File: src/rtl/input_debouncer_pkg.sv
// Shared types and constants for the input debouncer.
// The cell state encoding is fixed so that bit 1 of the state doubles as the
// "currently accepted high" flag (HIGH and FALL_CHK both report level 1).
package input_debouncer_pkg;

    typedef enum logic [1:0] {
        LOW      = 2'd0,
        RISE_CHK = 2'd1,
        HIGH     = 2'd2,
        FALL_CHK = 2'd3
    } cell_state_t;

    // Default tick counts for the 10 kHz system tick.
    localparam int DEB_TICKS_20MS   = 200;
    localparam int REP_DELAY_500MS  = 5000;
    localparam int REP_PERIOD_100MS = 1000;

    // Larger of two integers, used to size the shared repeat counter.
    function automatic int max_int(input int a, input int b);
        return (a > b) ? a : b;
    endfunction

endpackage

File: src/rtl/input_debouncer_cell.sv
// debounce_cell: one input bit through a 2-flop synchroniser and a
// four-state debounce FSM. Produces a level and registered one-cycle
// rise/fall pulses that assert in the same cycle the level changes.
// With INPUT_DEBOUNCER_REPEAT_EN defined, cells built with REPEAT_EN=1
// emit extra rise pulses while the input is held high.
module debounce_cell
    import input_debouncer_pkg::*;
#(
    parameter int DEBOUNCE_TICKS = DEB_TICKS_20MS,
    parameter int REPEAT_DELAY   = REP_DELAY_500MS,
    parameter int REPEAT_PERIOD  = REP_PERIOD_100MS,
    parameter bit REPEAT_EN      = 1'b0
) (
    input  logic clk,
    input  logic rst,
    input  logic raw,
    output logic level,
    output logic rise_pulse,
    output logic fall_pulse
);

    localparam int                CNT_W    = $clog2(DEBOUNCE_TICKS + 1);
    localparam logic [CNT_W-1:0]  CNT_ONE  = CNT_W'(1);
    localparam logic [CNT_W-1:0]  CNT_LAST = CNT_W'(DEBOUNCE_TICKS - 1);

    logic [1:0]       sync_q;
    logic             in_s;
    cell_state_t      state_q, state_d;
    logic [CNT_W-1:0] cnt_q, cnt_d;
    logic             rise_accept, fall_accept;
    logic             rep_fire;
    logic             rise_q, fall_q;

    // Two-flop synchroniser; the FSM only ever looks at the second stage.
    // NOTE: sequential state uses non-blocking assignments so every flop
    // samples the pre-edge value of its neighbours, like real hardware.
    always_ff @(posedge clk or posedge rst) begin
        if (rst) begin
            sync_q <= 2'b00;
        end else begin
            sync_q <= {sync_q[0], raw};
        end
    end

    assign in_s = sync_q[1];

    // Debounce state, stability counter and registered edge pulses.
    always_ff @(posedge clk or posedge rst) begin
        if (rst) begin
            state_q <= LOW;
            cnt_q   <= '0;
            rise_q  <= 1'b0;
            fall_q  <= 1'b0;
        end else begin
            state_q <= state_d;
            cnt_q   <= cnt_d;
            rise_q  <= rise_accept | rep_fire;
            fall_q  <= fall_accept;
        end
    end

    // Next-state logic: a candidate level must be seen DEBOUNCE_TICKS
    // consecutive synchronised cycles; any reversal drops back silently.
    always_comb begin
        // NOTE: every output of this block gets a default first, so no
        // path leaves a variable unassigned and no latch is inferred.
        state_d     = state_q;
        cnt_d       = cnt_q;
        rise_accept = 1'b0;
        fall_accept = 1'b0;
        unique case (state_q)
            LOW: begin
                if (in_s) begin
                    if (DEBOUNCE_TICKS == 1) begin
                        state_d     = HIGH;
                        cnt_d       = '0;
                        rise_accept = 1'b1;
                    end else begin
                        state_d = RISE_CHK;
                        cnt_d   = CNT_ONE;
                    end
                end
            end
            RISE_CHK: begin
                if (!in_s) begin
                    state_d = LOW;
                    cnt_d   = '0;
                end else if (cnt_q == CNT_LAST) begin
                    state_d     = HIGH;
                    cnt_d       = '0;
                    rise_accept = 1'b1;
                end else begin
                    cnt_d = cnt_q + CNT_ONE;
                end
            end
            HIGH: begin
                if (!in_s) begin
                    if (DEBOUNCE_TICKS == 1) begin
                        state_d     = LOW;
                        cnt_d       = '0;
                        fall_accept = 1'b1;
                    end else begin
                        state_d = FALL_CHK;
                        cnt_d   = CNT_ONE;
                    end
                end
            end
            FALL_CHK: begin
                if (in_s) begin
                    state_d = HIGH;
                    cnt_d   = '0;
                end else if (cnt_q == CNT_LAST) begin
                    state_d     = LOW;
                    cnt_d       = '0;
                    fall_accept = 1'b1;
                end else begin
                    cnt_d = cnt_q + CNT_ONE;
                end
            end
            default: begin
                state_d = LOW;
                cnt_d   = '0;
            end
        endcase
    end

`ifdef INPUT_DEBOUNCER_REPEAT_EN
    localparam int               REP_W         = $clog2(max_int(REPEAT_DELAY, REPEAT_PERIOD) + 1);
    localparam logic [REP_W-1:0] REP_ONE       = REP_W'(1);
    localparam logic [REP_W-1:0] REP_DEL_LAST  = REP_W'(REPEAT_DELAY - 1);
    localparam logic [REP_W-1:0] REP_PER_LAST  = REP_W'(REPEAT_PERIOD - 1);

    logic [REP_W-1:0] rep_q, rep_d;
    logic             rep_first_q, rep_first_d;

    // Repeat counter: cycles since the last press pulse while staying HIGH.
    always_ff @(posedge clk or posedge rst) begin
        if (rst) begin
            rep_q       <= '0;
            rep_first_q <= 1'b0;
        end else begin
            rep_q       <= rep_d;
            rep_first_q <= rep_first_d;
        end
    end

    // First repeat after REPEAT_DELAY cycles, then every REPEAT_PERIOD;
    // anything other than remaining in HIGH clears the sequence.
    always_comb begin
        rep_d       = '0;
        rep_first_d = 1'b0;
        rep_fire    = 1'b0;
        if (REPEAT_EN && state_q == HIGH && state_d == HIGH) begin
            if (rep_q == (rep_first_q ? REP_PER_LAST : REP_DEL_LAST)) begin
                rep_fire    = 1'b1;
                rep_d       = '0;
                rep_first_d = 1'b1;
            end else begin
                rep_d       = rep_q + REP_ONE;
                rep_first_d = rep_first_q;
            end
        end
    end
`else
    // Repeat feature compiled out: parameters are accepted but carry no logic.
    localparam int unused_repeat_cfg = REPEAT_DELAY + REPEAT_PERIOD + int'(REPEAT_EN);
    assign rep_fire = 1'b0;
`endif

    assign level      = (state_q == HIGH) || (state_q == FALL_CHK);
    assign rise_pulse = rise_q;
    assign fall_pulse = fall_q;

endmodule

File: src/rtl/input_debouncer.sv
// input_debouncer: conditions raw slide-switch and push-button samples from
// the board I/O stage. Every bit is synchronised and debounced
// independently; buttons also produce one-cycle press/release pulses.
// Optional auto-repeat on buttons: define INPUT_DEBOUNCER_REPEAT_EN.
module input_debouncer
    import input_debouncer_pkg::*;
#(
    parameter int DEBOUNCE_TICKS = DEB_TICKS_20MS,
    parameter int REPEAT_DELAY   = REP_DELAY_500MS,
    parameter int REPEAT_PERIOD  = REP_PERIOD_100MS
) (
    input  logic       CLK,
    input  logic       RST,
    input  logic [3:0] User_Input0,
    input  logic [3:0] User_Input1,
    output logic [3:0] Switch_Level,
    output logic [3:0] Button_Level,
    output logic [3:0] Button_Press,
    output logic [3:0] Button_Release,
    output logic       Any_Press
);

    // Switch cells share the FSM but their edge pulses have no consumer.
    logic [3:0] unused_switch_rise;
    logic [3:0] unused_switch_fall;

    for (genvar i = 0; i < 4; i++) begin : g_switch
        debounce_cell #(
            .DEBOUNCE_TICKS (DEBOUNCE_TICKS),
            .REPEAT_DELAY   (REPEAT_DELAY),
            .REPEAT_PERIOD  (REPEAT_PERIOD),
            .REPEAT_EN      (1'b0)
        ) u_cell (
            .clk        (CLK),
            .rst        (RST),
            .raw        (User_Input0[i]),
            .level      (Switch_Level[i]),
            .rise_pulse (unused_switch_rise[i]),
            .fall_pulse (unused_switch_fall[i])
        );
    end

    for (genvar i = 0; i < 4; i++) begin : g_button
        debounce_cell #(
            .DEBOUNCE_TICKS (DEBOUNCE_TICKS),
            .REPEAT_DELAY   (REPEAT_DELAY),
            .REPEAT_PERIOD  (REPEAT_PERIOD),
            .REPEAT_EN      (1'b1)
        ) u_cell (
            .clk        (CLK),
            .rst        (RST),
            .raw        (User_Input1[i]),
            .level      (Button_Level[i]),
            .rise_pulse (Button_Press[i]),
            .fall_pulse (Button_Release[i])
        );
    end

    // Press pulses are already registered, so the OR adds no latency.
    assign Any_Press = |Button_Press;

endmodule
File: config.mk
export PLATFORM = sky130hd
export DESIGN_NAME = input_debouncer
export DESIGN_NICKNAME = d
export VERILOG_FILES = /design/src/rtl/input_debouncer_pkg.sv /design/src/rtl/input_debouncer_cell.sv /design/src/rtl/input_debouncer.sv
export SDC_FILE = /design/constraint.sdc
export NUM_CORES = 1
export LEC_CHECK = 0
export ABC_AREA = 1
export CAP_MARGIN = 20
export CORE_MARGIN = 2
export CORE_UTILIZATION = 45
export CTS_CLUSTER_SIZE = 16
export DETAILED_ROUTE_END_ITERATION = 12
export PLACE_DENSITY = 0.66
export SKIP_CTS_REPAIR_TIMING = 1
export SYNTH_ARGS = -nofsm -noshare
export SYNTH_HDL_FRONTEND = slang
export SYNTH_SLANG_ARGS = --single-unit
File: constraint.sdc
create_clock -name CLK -period 7.3 [get_ports CLK]
set_input_delay 0.73 -clock CLK [delete_from_list [all_inputs] [get_ports CLK]]
set_output_delay 0.73 -clock CLK [all_outputs]
set_load 0.01 [all_outputs]
run_1/gates.png
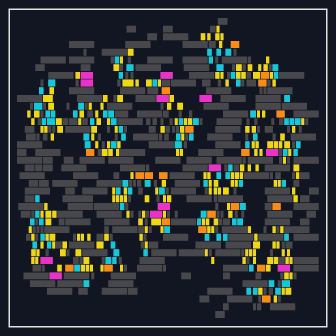
[xor and xnor cells] orange | cells: 20
[nand cells] yellow | cells: 191
[fa/ha/maj cells] magenta | cells: 12 | where: all over the die
[aoi and oai cells] cyan | cells: 88

run_1/clock_nets.png
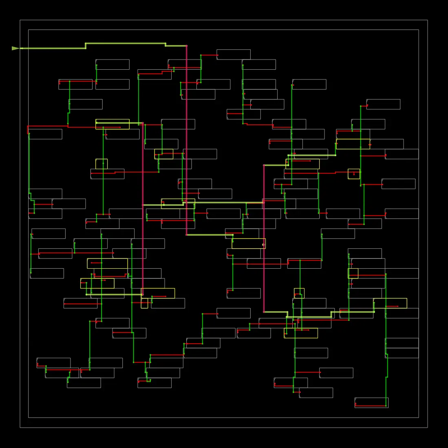
CTS Sinks: 104
Flop Count: 104
TritonCTS Buffers: 9

==> impl_metrics.py, run 1 <==
# Metrics from the implementation run
metrics = {
    "clocking": {
        "clock_latency_ns": 0.35,
        "cts_tree": "yes",
        "cts.path.max_buffers": 2,
        "clk_pin_slew_ns": 0.07,
        "cts_root_buf": "clkbuf_16",
    },
    "synth": {
        "ys_cells": 605,
        "synth.largest_area_cell": "dfrtp_1",
        "synth-edff-count": 0,
        "netlist.area_leader.share": 0.501,
        "yosysSeqAreaShare": 0.501,
        "common_cells": "nand2_1 (119), dfrtp_1 (104), inv_1 (73)",
        "ys_sh_simple": 0.238,
        "syn_nets": 627,
        "ys_sh_xor": 0.0337,
        "top_logic_kind": "simple AND/OR/NAND/NOR gates",
        "top_cell": "nand2_1",
        "postSynthAreaPerCell_sq_um": 8.59,
        "numSynthFlops": 104,
        "synthAdderAreaFrac": 0.0289,
        "compound_area_frac": 0.106,
        "netlist_area_sq_um": 5200,
        "synth_async_sr_flop_share": 1.00,
        "syn_inst": 605,
        "ff_type": "dfrtp_1",
        "ys_types": 43,
        "yosysChipArea_sq_um": 5200,
        "top_cells_by_area": "dfrtp_1 (50%), nand2_1 (8.6%), inv_1 (5.3%), nand3_1 (4.0%), nor2_1 (3.0%)",
        "synthMuxAreaShare": 0.00193,
        "ys_warn_count": 0,
    },
    "cells_and_area": {
        "seq_area_sq_um": 2600,
        "clock_tree_area_fraction": 0.0529,
        "inv_count": 83,
        "comb_cells": 393,
        "finalNonFillerCells": 766,
        "comb-cell-share": 0.366,
        "bufAreaShareNonClock": 0.0462,
        "largest_class": "sequential cells",
        "design_area_sq_um": 5790,
        "signal_buffers": 27,
        "final_util": 0.512,
        "fin_nets": 640,
        "clockBufferCount": 10,
        "lay_top_count": "nand2_1",
        "filler_cell_count": 1036,
        "final_cell_mix": "nand2_1 (119), dfrtp_1 (104), inv_1 (72)",
        "final_layout_size_suffix_gt1_frac": 0.101,
        "area_delta_synth_final_pct": 11.5,
        "antenna-diode-count": 0,
        "top_regs": "g_button.u_cell.cnt_q: 32 flops, g_switch.u_cell.cnt_q: 32 flops",
        "seq_share": 0.449,
        "logic_area_sq_um": 2120,
    },
    "global_routing": {
        "grt_max_degree": 76,
        "antenna_found_initial": 0,
        "use_met2": 0.280,
        "use_met1": 0.200,
        "gr-max-usage-layer": "met2",
        "overflow": 0,
        "grt_pass1_vias": 3912,
        "grtUsageTotal": 0.165,
        "grt_pass1_wl_mm": 16.9,
        "met3_usage": 0.0479,
    },
    "worst_hold_path": {
        "min_to": "g_switch[2].u_cell.sync_q[1]$_DFF_PP0_",
        "hp-start": "g_switch[2].u_cell.sync_q[0]$_DFF_PP0_",
        "hold_class": "flop to flop",
        "hold_depth": 0,
    },
    "worst_setup_path": {
        "endpoint_kind": "output pin",
        "cp-start-kind": "flop",
        "cp.arrival_ns": 1.73,
        "worstPathMaxFanout": 2,
        "criticalPathCategory": "flop to output pin",
        "crit_buf_inv": 1,
        "r2r-end": "g_button[0].u_cell.rise_pulse$_DFF_PP0_",
        "cpPeakStageDelay_ns": 0.51,
        "cp-endpoint": "Any_Press",
        "worst-path-stages": 2,
        "reg2reg_from": "g_button[0].u_cell.cnt_q[0]$_DFFE_PP0P_",
        "critical_path.slowest_cell": "or4_1",
        "worstPathRequired_ns": 6.57,
        "crit_family": "simple AND/OR/NAND/NOR gates",
        "ff2ff_setup_slack_ns": 5.82,
        "path_cells": "or4_1, clkdlybuf4s50_1",
        "r2r_cells": 5,
        "critPathLaunch": "g_button[1].u_cell.rise_pulse$_DFF_PP0_",
    },
    "detailed_routing": {
        "dr.pass1.iters": 4,
        "wirelength_met1_mm": 4.39,
        "top_layer": "met4",
        "wl_met2_mm": 4.51,
        "wl_per_cell_um": 12.3,
        "met3WireLength_um": 336,
        "vias": 3900,
        "drc": 0,
        "first_iter_violations": 236,
        "antenna_left": 0,
        "vias_per_cell": 5.09,
        "wl_mm": 9.40,
    },
    "final_timing": {
        "finClkSkew_ns": 0.00643,
        "setup_slack_ns": 4.84,
        "fin_setup_tns_ns": 0,
        "clock.fmax_ghz": 0.407,
        "relSlewSlack": 0.391,
        "setup_viol": 0,
        "final_max_slew_viol_count": 0,
        "grt_setup_unrepaired": "false",
        "worst_pin_slew_ns": 0.914,
        "hold_viol_final": 0,
        "whs_ns": 0.353,
        "fin_crit_ns": 2.46,
        "fin_crit_sh": 0.336,
    },
    "power_and_ir_drop": {
        "power_leakage_nw": 2.72,
        "intPower_mw": 1.10,
        "comb_power_uw": 431,
        "clkPwrFrac": 0.295,
        "p_clk_uw": 490,
        "comb_power_share": 0.260,
        "top_power_group": "sequential cells",
        "pwr-share-seq": 0.445,
        "switchingPower_uw": 564,
        "peakVddDrop_v": 0.000250,
        "switching_share": 0.340,
        "power_density_nw_per_um2": 287,
        "sequentialPower_uw": 740,
        "finalPower_mw": 1.66,
    },
    "flow_run": {
        "drv_cap": 0,
    },
    "place": {
        "hpwl_mm": 6.72,
        "gp_congestion": 0.820,
        "place_ws_ns": 4.86,
        "dpl.cell_count": 750,
        "placed_cell_area_sq_um": 5490,
        "numPortBuffers": 26,
    },
    "die": {
        "die.size.x_um": 111,
        "fp_util": 0.459,
        "die-area_sq_um": 12400,
        "die_h_um": 111,
        "io_pins": 27,
        "rows": 39,
        "nWellTaps": 143,
        "core_sq_um": 11300,
    },
    "outcome": {
        "outcome": "finished clean",
    },
}
run_1/clock_wires.png
Bar = 20 um.
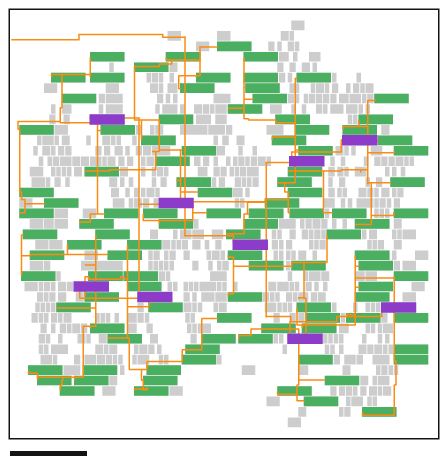
[clock-net drivers] purple | count: 9
[flip-flops] green | count: 104
[clock wires] orange | length: 1280 um
routed clock nets: 10

run_1/ff_map.png
Other sequential cells in the stronger grey, the rest of the logic in the fainter grey.
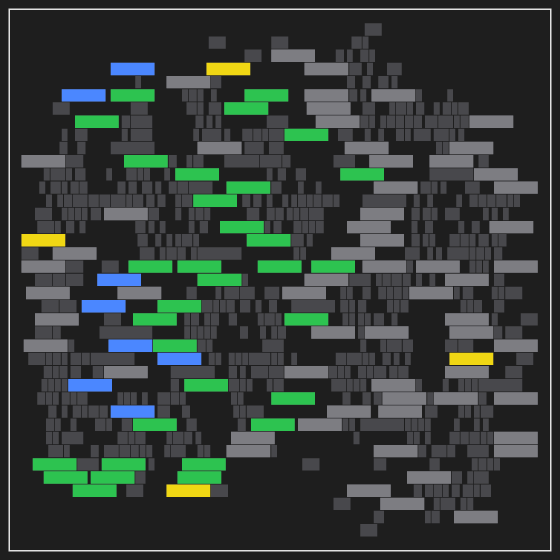

==> run 2, diff against run 1 <==
==> constraint.sdc (replaced) <==
create_clock -name CLK -period 2.3 [get_ports CLK]
set_input_delay 0.23 -clock CLK [delete_from_list [all_inputs] [get_ports CLK]]
set_output_delay 0.23 -clock CLK [all_outputs]
set_load 0.01 [all_outputs]
run_2/ff_map.png
Other sequential cells in the stronger grey, the rest of the logic in the fainter grey.
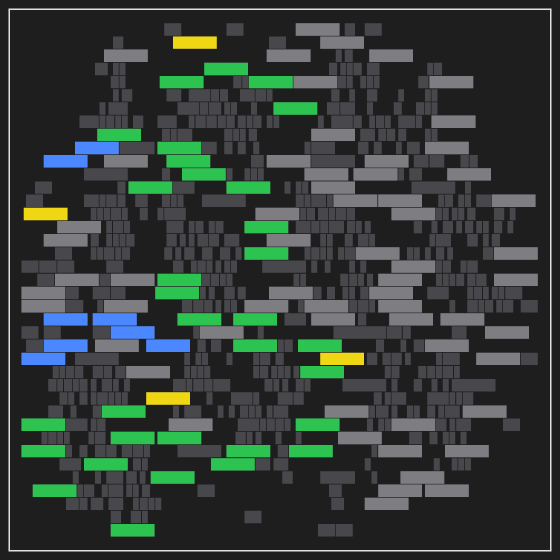
[`g_button.u_cell.cnt_q`] green | placed flops: 32
[`g_button.u_cell.fall_pulse`] yellow | placed flops: 4
[`g_button.u_cell.sync_q`] blue | placed flops: 8
not coloured: 60

==> run 2 against run 1 <==
- first-iteration DRC count is 11% lower
- clock power went up to 3.2 times the previous value
- synthesized area stayed put
- clock-buffer cell count stayed put
- critical endpoint unchanged
==> impl_metrics.py, run 2 <==
# Metrics from the implementation run
metrics = {
    "final_timing": {
        "clock.fmax_ghz": 0.503,
        "setup_slack_ns": 0.313,
        "whs_ns": 0.305,
        "hold_viol_final": 0,
        "fin_setup_tns_ns": 0,
        "worst_pin_slew_ns": 0.458,
        "fin_crit_ns": 1.99,
        "relSlewSlack": 0.695,
        "final_max_slew_viol_count": 0,
        "finClkSkew_ns": 0.00857,
        "grt_setup_unrepaired": "false",
        "setup_viol": 0,
    },
    "die": {
        "rows": 39,
        "die-area_sq_um": 12400,
        "die.size.x_um": 111,
        "fp_util": 0.459,
        "io_pins": 27,
        "die_h_um": 111,
        "core_sq_um": 11300,
        "nWellTaps": 143,
    },
    "worst_setup_path": {
        "r2r-end": "g_switch[0].u_cell.cnt_q[6]$_DFFE_PP0P_",
        "cp.arrival_ns": 1.76,
        "criticalPathCategory": "flop to output pin",
        "critical_path.slowest_cell": "or4_1",
        "reg2reg_from": "g_switch[0].u_cell.cnt_q[0]$_DFFE_PP0P_",
        "crit_family": "simple AND/OR/NAND/NOR gates",
        "worstPathRequired_ns": 2.07,
        "critPathLaunch": "g_button[1].u_cell.rise_pulse$_DFF_PP0_",
        "cp-start-kind": "flop",
        "r2r_cells": 8,
        "worst-path-stages": 2,
        "crit_buf_inv": 1,
        "path_cells": "or4_1, clkdlybuf4s50_1",
        "cp-endpoint": "Any_Press",
        "cpPeakStageDelay_ns": 0.52,
        "worstPathMaxFanout": 2,
        "endpoint_kind": "output pin",
    },
    "synth": {
        "numSynthFlops": 104,
        "postSynthAreaPerCell_sq_um": 8.59,
        "common_cells": "nand2_1 (119), dfrtp_1 (104), inv_1 (73)",
        "netlist.area_leader.share": 0.501,
        "ys_types": 43,
        "top_logic_kind": "simple AND/OR/NAND/NOR gates",
        "ys_sh_simple": 0.238,
        "top_cells_by_area": "dfrtp_1 (50%), nand2_1 (8.6%), inv_1 (5.3%), nand3_1 (4.0%), nor2_1 (3.0%)",
        "synth.largest_area_cell": "dfrtp_1",
        "synth_async_sr_flop_share": 1.00,
        "netlist_area_sq_um": 5200,
        "compound_area_frac": 0.106,
        "yosysChipArea_sq_um": 5200,
        "top_cell": "nand2_1",
        "synthAdderAreaFrac": 0.0289,
        "ys_warn_count": 0,
        "syn_nets": 627,
        "yosysSeqAreaShare": 0.501,
        "ys_cells": 605,
        "ff_type": "dfrtp_1",
        "syn_inst": 605,
        "ys_sh_xor": 0.0337,
        "synthMuxAreaShare": 0.00193,
    },
    "cells_and_area": {
        "signal_buffers": 28,
        "final_layout_size_suffix_gt1_frac": 0.103,
        "top_regs": "g_button.u_cell.cnt_q: 32 flops, g_switch.u_cell.cnt_q: 32 flops",
        "final_cell_mix": "nand2_1 (119), dfrtp_1 (104), inv_1 (72)",
        "final_util": 0.514,
        "comb-cell-share": 0.365,
        "clock_tree_area_fraction": 0.0538,
        "lay_top_count": "nand2_1",
        "antenna-diode-count": 0,
        "flops": 104,
        "fin_nets": 641,
        "filler_cell_count": 1043,
        "bufAreaShareNonClock": 0.0495,
        "seq_share": 0.447,
        "seq_area_sq_um": 2600,
        "design_area_sq_um": 5820,
        "clockBufferCount": 10,
        "largest_class": "sequential cells",
        "inv_count": 83,
        "comb_cells": 393,
        "logic_area_sq_um": 2120,
        "finalNonFillerCells": 767,
        "area_delta_synth_final_pct": 12.0,
    },
    "power_and_ir_drop": {
        "finalPower_mw": 5.29,
        "comb_power_share": 0.257,
        "intPower_mw": 3.50,
        "clkPwrFrac": 0.299,
        "p_clk_mw": 1.58,
        "switchingPower_mw": 1.79,
        "switching_share": 0.338,
        "pwr-share-seq": 0.444,
        "power_density_nw_per_um2": 908,
        "power_leakage_nw": 2.73,
        "sequentialPower_mw": 2.35,
    },
    "global_routing": {
        "grt_pass1_vias": 3846,
        "met3_usage": 0.0490,
        "use_met1": 0.194,
        "use_met2": 0.281,
        "grtUsageTotal": 0.163,
        "overflow": 0,
        "gr-max-usage-layer": "met2",
        "grt_pass1_wl_mm": 16.6,
        "antenna_found_initial": 0,
    },
    "clocking": {
        "clock_latency_ns": 0.36,
        "cts_sinks": 104,
        "numCtsBuffers": 9,
        "cts.path.max_buffers": 2,
        "cts_tree": "yes",
        "cts_root_buf": "clkbuf_16",
        "clk_pin_slew_ns": 0.07,
    },
    "place": {
        "dpl.cell_count": 751,
        "place_ws_ns": 0.699,
        "gp_congestion": 0.809,
        "hpwl_mm": 6.79,
        "placed_cell_area_sq_um": 5510,
        "numPortBuffers": 26,
    },
    "outcome": {
        "outcome": "finished clean",
    },
    "worst_hold_path": {
        "hold_class": "primary input to flop",
        "min_to": "g_button[1].u_cell.sync_q[0]$_DFF_PP0_",
        "hp-start": "User_Input1[1]",
        "hold_depth": 1,
    },
    "detailed_routing": {
        "vias_per_cell": 5.12,
        "first_iter_violations": 211,
        "antenna_left": 0,
        "drc": 0,
        "wl_met2_mm": 4.65,
        "wl_per_cell_um": 12.3,
        "dr.pass1.iters": 4,
        "met3WireLength_um": 356,
        "vias": 3928,
        "wl_mm": 9.46,
        "wirelength_met1_mm": 4.31,
    },
    "flow_run": {
        "drv_cap": 0,
        "warnings": 30,
    },
}
Power is estimated from default activity; no workload was simulated.
